Fig. 1: run 1, met4 routing
The bar under the picture is 20 µm long.
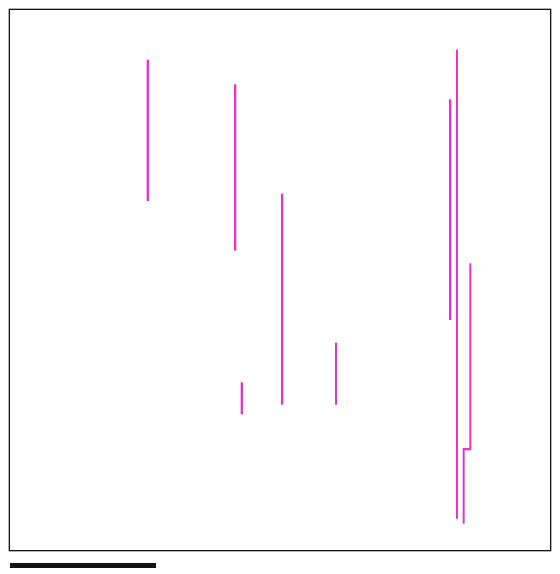
Fig. 2: run 1, sizing map
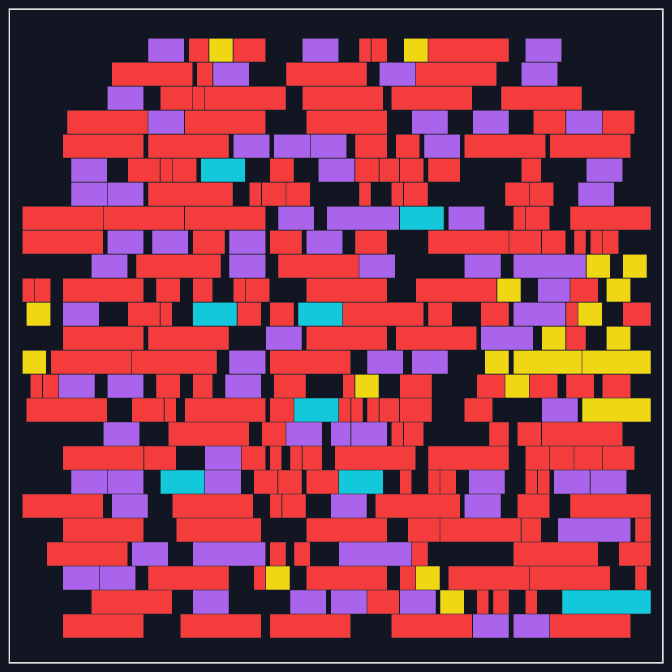
Fig. 3: run 1, gate-type map
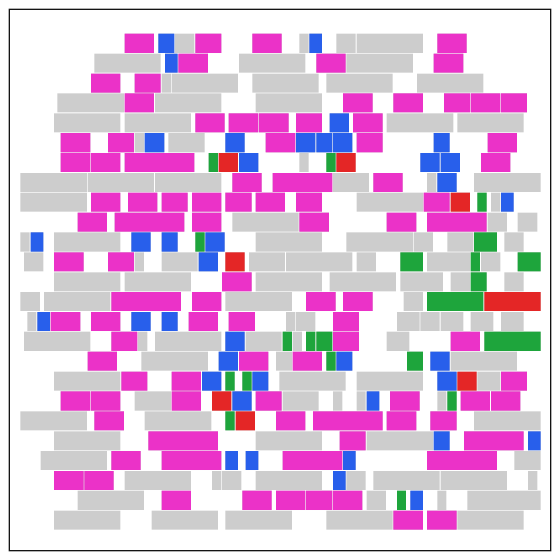
Fig. 4: run 1, routing congestion map
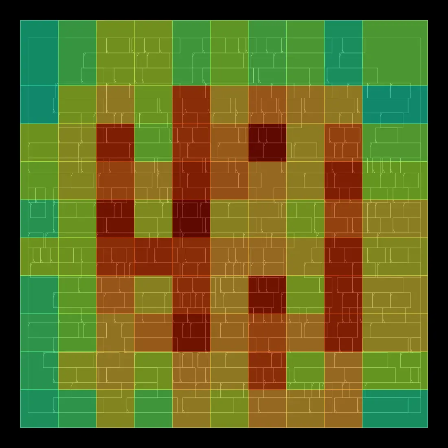
## src/rtl/reg_file_8x8.sv

```systemverilog
// 8-entry x 8-bit register file: one synchronous write port, two combinational read ports, r0 hardwired to zero.
// Latency: writes land on the rising clk edge; reads are combinational with write-first forwarding of same-cycle writes.
// Backpressure: none; a write is accepted on every edge where we is high, and reads are always available.
module reg_file_8x8 #(
    parameter int WIDTH  = 8,
    parameter int DEPTH  = 8,
    parameter int ADDR_W = 3
) (
    input  logic              clk,
    input  logic              rst_n,
    input  logic              we,
    input  logic [ADDR_W-1:0] waddr,
    input  logic [WIDTH-1:0]  wdata,
    input  logic [ADDR_W-1:0] raddr_a,
    input  logic [ADDR_W-1:0] raddr_b,
    output logic [WIDTH-1:0]  rdata_a,
    output logic [WIDTH-1:0]  rdata_b
);

    logic [WIDTH-1:0] regs_q [DEPTH];
    logic [WIDTH-1:0] regs_d [DEPTH];

    // A write to a non-zero index is the only thing that changes the array.
    logic wr_hit;
    assign wr_hit = we && (waddr != '0);

    // Next-state of the array: hold, overwrite the addressed entry, and pin r0 to zero.
    always_comb begin
        for (int i = 0; i < DEPTH; i++) begin
            regs_d[i] = regs_q[i];
        end
        if (wr_hit) begin
            regs_d[waddr] = wdata;
        end
        regs_d[0] = '0;
    end

    // Storage: async clear on rst_n low; edges during reset are ignored.
    always_ff @(posedge clk or negedge rst_n) begin
        if (!rst_n) begin
            for (int i = 0; i < DEPTH; i++) begin
                regs_q[i] <= '0;
            end
        end else begin
            for (int i = 0; i < DEPTH; i++) begin
                regs_q[i] <= regs_d[i];
            end
        end
    end

    // Port A read: r0 reads zero, otherwise forward pending write data on an address match.
    // Forwarding is suppressed while in reset so every address reads zero.
    always_comb begin
        rdata_a = '0;
        if (raddr_a != '0) begin
            if (rst_n && wr_hit && (waddr == raddr_a)) begin
                rdata_a = wdata;
            end else begin
                rdata_a = regs_q[raddr_a];
            end
        end
    end

    // Port B read: identical to port A, evaluated independently.
    always_comb begin
        rdata_b = '0;
        if (raddr_b != '0) begin
            if (rst_n && wr_hit && (waddr == raddr_b)) begin
                rdata_b = wdata;
            end else begin
                rdata_b = regs_q[raddr_b];
            end
        end
    end

endmodule

```

## config.mk

```make
export PLATFORM = sky130hd
export DESIGN_NAME = reg_file_8x8
export DESIGN_NICKNAME = d
export VERILOG_FILES = /design/src/rtl/reg_file_8x8.sv
export SDC_FILE = /design/constraint.sdc
export NUM_CORES = 1
export LEC_CHECK = 0
export CORE_UTILIZATION = 65
export CTS_BUF_LIST = sky130_fd_sc_hd__clkbuf_4 sky130_fd_sc_hd__clkbuf_8
export CTS_CLUSTER_DIAMETER = 60
export DETAILED_ROUTE_END_ITERATION = 12
export DONT_BUFFER_PORTS = 1
export PLACE_DENSITY_LB_ADDON = 0.1
export SYNTH_ARGS = -nofsm -noshare
export SYNTH_HDL_FRONTEND = slang
export SYNTH_SLANG_ARGS = --single-unit
```

## constraint.sdc

```tcl
create_clock -name clk -period 2.26 [get_ports clk]
set_clock_uncertainty 0.1 [all_clocks]
set_input_delay 0.452 -clock clk [delete_from_list [all_inputs] [get_ports clk]]
set_output_delay 0.452 -clock clk [all_outputs]
set_load 0.02 [all_outputs]
```

==> flow_summary.toml, run 1 <==
# flow metrics
[power_and_ir_drop]
power_mw = 2.76
p_int_mw = 1.95
seqPwrFrac_pct = 50.3
p_sw_mw = 0.807
ir_drop_v = 0.000539
clockPowerShare_pct = 21.2

[clock_network]
cts_resized = 0
clkSlewWorstSetupHoldPaths_ps = 100
numCtsBuffers = 5
cts_max_level = 2
cts_setup_buffers = 0

[worst_setup_path]
criticalPathCategory = "register to primary output"
start_kind = "register"
cp_max_fo = 3
end_kind = "primary output"
required_ps = 1710

[drt]
drtAntennaViolNets = 0
via_per_inst = 6.86
drt-pass1-iter-count = 4
drtIter0Drc = 156
drc = 0

[sta]
timing.fmax_mhz = 459
maxSlewHeadroom_pct = 73.7
worstMarginPinSlew_ps = 395
rsz0062_at_grt = "no"
finalCritPeriodShare_pct = 96.4
slew_violations = 0

[worst_hold_path]
hp-class = "input pin to register"

[status]
status = "complete, no violations"

[place]
port-buffer-count = 0
place_ws_ps = 258
gp_congestion = 0.805
hpwl_um = 4650

[global_routing]
grt_max_degree = 57
globalRoute.totalOverflow = 0

[layout]
fillers = 335
nets = 294

[yosys]
synth_flops = 56
synth-main-ff-cell = "dfrtp_1"
yosysWarnings = 0
synth-async-reset-ratio_pct = 100
syn_inst = 269
netlist_area_mm2 = 0.00336
synth_area_per_cell_um2 = 12.5
syn_nets = 289

[floorplan]
die_y_um = 73.9
fp.coreArea_mm2 = 0.00485

[run]
log.warning_count = 26
About Fig. 1:
longest straight run: 63.9 µm
nets with wire on the layer: 7
share of all routed wire: 2.8%
Post-Route WL: 7620 µm
vias after detailed routing: 2340

About Fig. 2:
[drive 2] purple | cells: 71 | most used: mux2_2
[drive 3 to 4] yellow | cells: 20 | most used: buf_4
[drive 6 and up] cyan | cells: 8 | most used: clkbuf_8
[drive 1 or less] red | cells: 175 | most used: dfrtp_1
Final Cell Area: 0.00357 mm²
Area Growth Syn to Fin: 6.33%
post-route setup slack: 81.1 ps
Non-clk bufs: 19

About Fig. 3:
[inverting AOI/OAI gates] blue | cells: 39 | most used: a21oi_1
[multiplexers] magenta | cells: 95 | most used: mux2_2 | where: spread over the die
[AND-OR and OR-AND gates] red | cells: 8 | most used: o21a_1
[NAND gates] green | cells: 21 | most used: nand2_1
Finished Layout Cells: 341
logic share of the area: 50.8%

About Fig. 4:
Final Core Density: 73.7%
WL/cell: 22.3 µm
Global Route met2 Usage: 46.3%

## run 1: stage by stage
step | instances | util [%]
floorplan | 269 | -
global placement | 332 | 71.0
detailed placement | 332 | 71.0
CTS | 341 | 73.7
global route | 341 | 73.7
finish | 341 | 73.7
## run 1: layout by cell type (no fill, tap or decap), drive strengths merged, types with 8 or more instances in the layout
master   n
a21oi   11
buf     18
dfrtp   56
mux2    62
mux2i   22
mux4    11
nand2   13
nor2    15
o22ai    8
## run 1: power groups by stage
stage                     Combinational [mW]  Sequential, mW  Clock, mW
after floorplan                        0.674            1.35          0
after global placement                 0.741            1.39          0
after detailed placement               0.760            1.40          0
final                                  0.789            1.39      0.584
after CTS                              0.790            1.38      0.594
after global routing                   0.848            1.41      0.635
## run 1: cell type report
type	count	area, µm²	share of cell area (%)
clock buffers	7	96.3	2.70
inverters	3	11.3	0.315
multi-input cells	189	1820	50.8
flip-flops and latches	56	1400	39.2
well taps	67	83.8	2.35
repair buffers	19	165	4.62
## run 1: per-layer routing
metal  share of wire [%]  GRT usage, %
met4                 2.8          14.1
met3                 7.4          9.19
met2                  47          46.3
met5                   0             0
met1                  42          37.6
## run 1: synth_stat cells (7+ instances only)
cell	number	area share (%)
mux2_2	62	21
dfrtp_1	56	42
mux2i_1	22	6.6
nor2_1	15	1.7
nand2_1	13	1.5
a21oi_1	11	1.6
buf_2	8	1.2
o22ai_1	8	1.5
a22oi_1	7	1.6
o211ai_1	7	1.6
o21a_1	7	1.6
## run 1: path summary, 6_finish.rpt
| path | from | end | slack (ps) | depth (start not counted) |
|---|---|---|---|---|
| worst max-delay path | regs_q[27]$_DFFE_PN0P_ | rdata_a[3] | 80 | 4 |
| worst min-delay path | wdata[3] | regs_q[43]$_DFFE_PN0P_ | 170 | 2 |
| worst max register to register | regs_q[31]$_DFFE_PN0P_ | regs_q[31]$_DFFE_PN0P_ | 1360 | 1 |
| worst min register to register | regs_q[34]$_DFFE_PN0P_ | regs_q[34]$_DFFE_PN0P_ | 440 | 1 |
| max in group asynchronous | rst_n | regs_q[25]$_DFFE_PN0P_ | 1260 | 2 |
| min in group asynchronous | rst_n | regs_q[11]$_DFFE_PN0P_ | 550 | 2 |
## run 1: worst max-delay path, cell delays in order (launching register included)
cell and delay [ps]:
dfrtp_1 420, mux4_2 460, mux2i_1 160, a21oi_1 100, buf_4 170
## run 1: kinds of logic after synthesis
| kind of cell | after synthesis | share of synthesized area (%) |
|---|---|---|
| buffers and inverters | 24 | 4.65 |
| AND-OR/OR-AND | 47 | 9.71 |
| flip-flops | 56 | 41.7 |
| multiplexers | 95 | 35.4 |
| XOR/XNOR | 6 | 1.56 |
| AND/OR/NAND/NOR | 41 | 7.03 |
==> run 2: changes to the inputs <==
- PLACE_DENSITY: default -> 0.81
- PLACE_DENSITY_LB_ADDON: 0.1 -> default
Fig. 5: run 2, sizing map
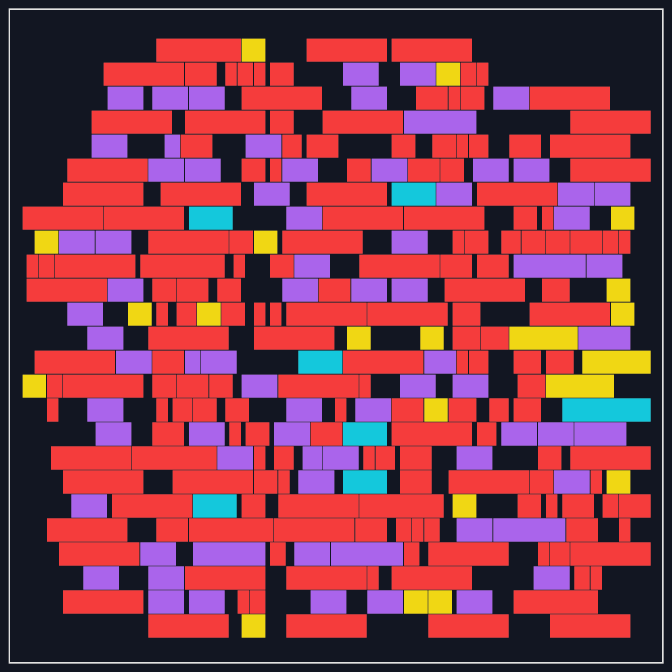
[drive 2] purple | cells: 73 | most used: mux2_2
[drive 1 or less] red | cells: 175 | most used: dfrtp_1
[drive 3 to 4] yellow | cells: 21 | most used: buf_4
[drive 6 and up] cyan | cells: 7 | most used: clkbuf_8
Area Growth Syn to Fin: 6.44%
post-route setup slack: 75.4 ps

==> run 2 against run 1 <==
Non-clock buffer count up 1. Clock-buffer cell count down 1. Maximum frequency down 0.26%. Via count down 0.34%. First-iteration DRC count up 62%. Sequential cell count unchanged. Combinational power about the same. Register-to-register slack about the same. Global-route usage up 0.70 points. Die size unchanged. Setup slack worse by 5.8 ps. Critical path depth unchanged.
==> flow_summary.toml, run 2 <==
# flow metrics
[status]
status = "complete, no violations"

[global_routing]
grt_max_degree = 57

[layout]
final_layout_top_logic_cells = "mux2_2, dfrtp_1, mux2i_1"
stdcell_area_mm2 = 0.00358
lay_top_count = "mux2_2"
fillers = 315

[place]
gp_congestion = 0.811
place_ws_ps = 231

[worst_setup_path]
slowest_delay_ps = 520
timing.rr.start = "regs_q[45]$_DFFE_PN0P_"
cp_max_fo = 3
crit_buf_inv = 0

[yosys]
syn_inst = 269
synth-main-ff-cell = "dfrtp_1"
yosysWarnings = 0
synth_area_per_cell_um2 = 12.5
synth_flops = 56

[clock_network]
cts_setup_buffers = 0
cts_max_level = 2

[run]
log.warning_count = 26

[power_and_ir_drop]
ir_drop_v = 0.000568
-- run 2: report_power, final --
part	total, mW	internal (mW)	switching (mW)
Sequential	1.39	1.22	0.167
Clock	0.569	0.246	0.324
Combinational	0.791	0.459	0.332
-- run 2: cell type report --
cell class / instances / area, µm² / share of cell area, %
inverter: 3 / 11.3 / 0.315
sequential: 56 / 1400 / 39.2
tap: 67 / 83.8 / 2.34
timing repair buffer: 20 / 173 / 4.83
clock inverter: 2 / 10.0 / 0.280
clock buffer: 6 / 82.6 / 2.31
multi-input combinational: 189 / 1820 / 50.8
-- run 2: per-stage QoR --
step	utilization, %	std cells
3_5_place_dp	71.1	333
2_1_floorplan	-	269
6_report	73.8	343
5_1_grt	73.8	343
4_1_cts	73.8	343
3_3_place_gp	71.1	333
-- run 2: worst max-delay path by stage --
stage	end	slack (ps)	cells past startpoint
after floorplan	rdata_a[3]	80	6
after global placement	rdata_a[4]	250	6
after detailed placement	rdata_b[0]	230	4
after CTS	rdata_b[0]	80	4
after global routing	rdata_b[6]	20	4
final	rdata_b[0]	80	4
-- run 2: kinds of logic (layout without fill, tap and decap cells) --
group,Yosys count,in the layout,share of synthesized area [%]
xor gates and xnor gates,6,6,1.56
AOI/OAI and AO/OA,47,47,9.71
muxes,95,95,35.4
DFF,56,56,41.7
and+or+nand+nor,41,41,7.03
buffers and inverters,24,31,4.65
-- run 2: layer usage --
| layer | vias up | GRT usage [%] | routed length, µm | share of wire [%] |
|---|---|---|---|---|
| met2 | 94 | 48.1 | 3680 | 48 |
| met4 | 0 | 10.9 | 176 | 2.3 |
| met5 | - | 0 | 0 | 0 |
| li1 | 1034 | - | - | - |
| met1 | 1187 | 41.3 | 3250 | 43 |
| met3 | 17 | 6.45 | 479 | 6.3 |
Fig. 6: run 2, gate-type map
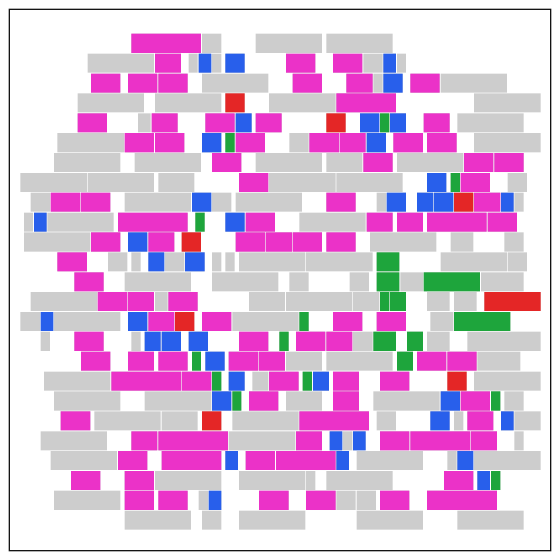

==> run 3: changes to the inputs <==
- clock period: 2.26 -> 2.74 ns (I/O delays scaled with it)
Fig. 7: run 3, gate-type map
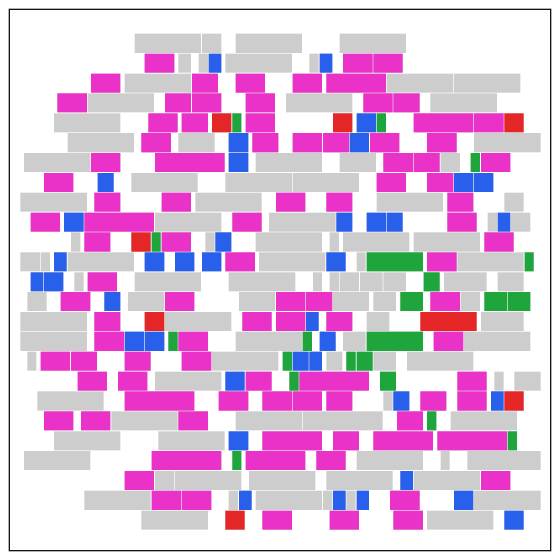
[inverting AOI/OAI gates] blue | cells: 39 | most used: a21oi_1 | where: spread over the die
[NAND gates] green | cells: 21 | most used: nand2_1
[AND-OR and OR-AND gates] red | cells: 8 | most used: o21a_1
[multiplexers] magenta | cells: 95 | most used: mux2_2 | where: spread over the die
Finished Layout Cells: 332
logic share of the area: 51.7%
most frequent logic cell in the layout: mux2_2

==> run 3 against run 2 <==
Via count decreased by 2.3%. Synthesized cell count unchanged. Synthesized area unchanged. Total power decreased by 15%. Cell count decreased by 3.2%. Critical endpoint is now rdata_b[6].
==> flow_summary.toml, run 3 <==
# flow metrics
[worst_setup_path]
timing.rr.start = "regs_q[22]$_DFFE_PN0P_"
crit_buf_inv = 0
cp_max_fo = 3
r2r_slack_ps = 1830
reg2reg_depth = 1
required_ps = 2090
worst-path-stages = 3
slowest_delay_ps = 510

[floorplan]
dieWidth_um = 73.9
die_y_um = 73.9
initCoreUtil_pct = 69.3

[worst_hold_path]
hold_depth = 2
hold_path_end = "regs_q[43]$_DFFE_PN0P_"
min_from = "wdata[3]"

[yosys]
netlist_area_mm2 = 0.00336
topCellsByArea = "dfrtp_1, mux2_2, mux2i_1"
syn_nets = 289
ys_cells = 269
syn_inst = 269
synth_area_per_cell_um2 = 12.5
yosysWarnings = 0
common_cells = "mux2_2, dfrtp_1, mux2i_1"
synth_flops = 56
ys_chip_area_mm2 = 0.00336
synth-main-ff-cell = "dfrtp_1"

[sta]
rsz0062_at_grt = "no"
maxSlewHeadroom_pct = 50.9
setup-violations-final = 0

[clock_network]
clkSlewWorstSetupHoldPaths_ps = 100
numCtsBuffers = 5
cts_max_level = 2

[drt]
vias = 2278
totalWireLength_um = 7730

[layout]
multiInputGateArea_mm2 = 0.00182
seqCellArea_mm2 = 0.00140
fillers = 356
layout-drive-gt1-share_pct = 34.0
n_antenna_cell = 0
stdcell_area_mm2 = 0.00351
final_layout_top_logic_cells = "mux2_2, dfrtp_1, mux2i_1"
syn_to_final_growth_pct = 4.54
final_core_util_pct = 72.5

[global_routing]
globalRoute.totalOverflow = 0
grt_antenna_before_repair = 0
grt_max_degree = 57

[status]
status = "complete, no violations"

[place]
dp_cells = 322
gp_congestion = 0.837

[run]
log.warning_count = 26

[power_and_ir_drop]
ir_drop_v = 0.000537
[run 3: repair_timing]
action | 4_1_cts | 5_1_grt
buffers inserted | 0 | 0
endpoints found under the hold margin | 56 | 0
hold buffers | 2 | 0
[run 3: logic make-up after synthesis]
logic type / synth area share (%)
DFF: 41.7
buffers and inverters: 4.65
muxes: 35.4
and+or+nand+nor: 7.03
AOI/OAI and AO/OA: 9.71
xor gates and xnor gates: 1.56
[run 3: where the power goes]
| group | leakage [nW] | internal, mW | switching (mW) | total, mW |
|---|---|---|---|---|
| registers | 0.672 | 1.01 | 0.146 | 1.15 |
| logic | 0.740 | 0.354 | 0.274 | 0.628 |
| clock network | 0.0586 | 0.282 | 0.269 | 0.551 |
[run 3: cell type report]
| type | count | share of cell area (%) |
|---|---|---|
| clock inverters | 2 | 0.997 |
| well taps | 67 | 2.39 |
| flip-flops and latches | 56 | 39.9 |
| inverters | 3 | 0.320 |
| repair buffers | 9 | 2.56 |
| clock buffers | 6 | 2.17 |
| multi-input cells | 189 | 51.7 |
[run 3: layer usage]
metal  track usage, %  part of all wire [%]
met2             47.7                    47
met5                0                     0
met3             5.76                   5.6
met1             43.9                    45
met4             12.0                   2.2
[run 3: how the worst max path moves through the flow]
stage / start / end
after global placement: waddr[2] / rdata_a[3]
after detailed placement: raddr_b[2] / rdata_b[6]
final: regs_q[22]$_DFFE_PN0P_ / rdata_b[6]
after floorplan: waddr[0] / rdata_a[3]
after CTS: regs_q[22]$_DFFE_PN0P_ / rdata_b[6]
after global routing: regs_q[22]$_DFFE_PN0P_ / rdata_b[6]
[run 3: per-stage QoR]
step | hold slack [ps] | setup slack (ps)
floorplan | 152 | 369
global placement | 154 | 502
detailed placement | 153 | 480
CTS | 261 | 388
global route | 260 | 318
finish | 257 | 392
Power and IR drop assume default switching activity.
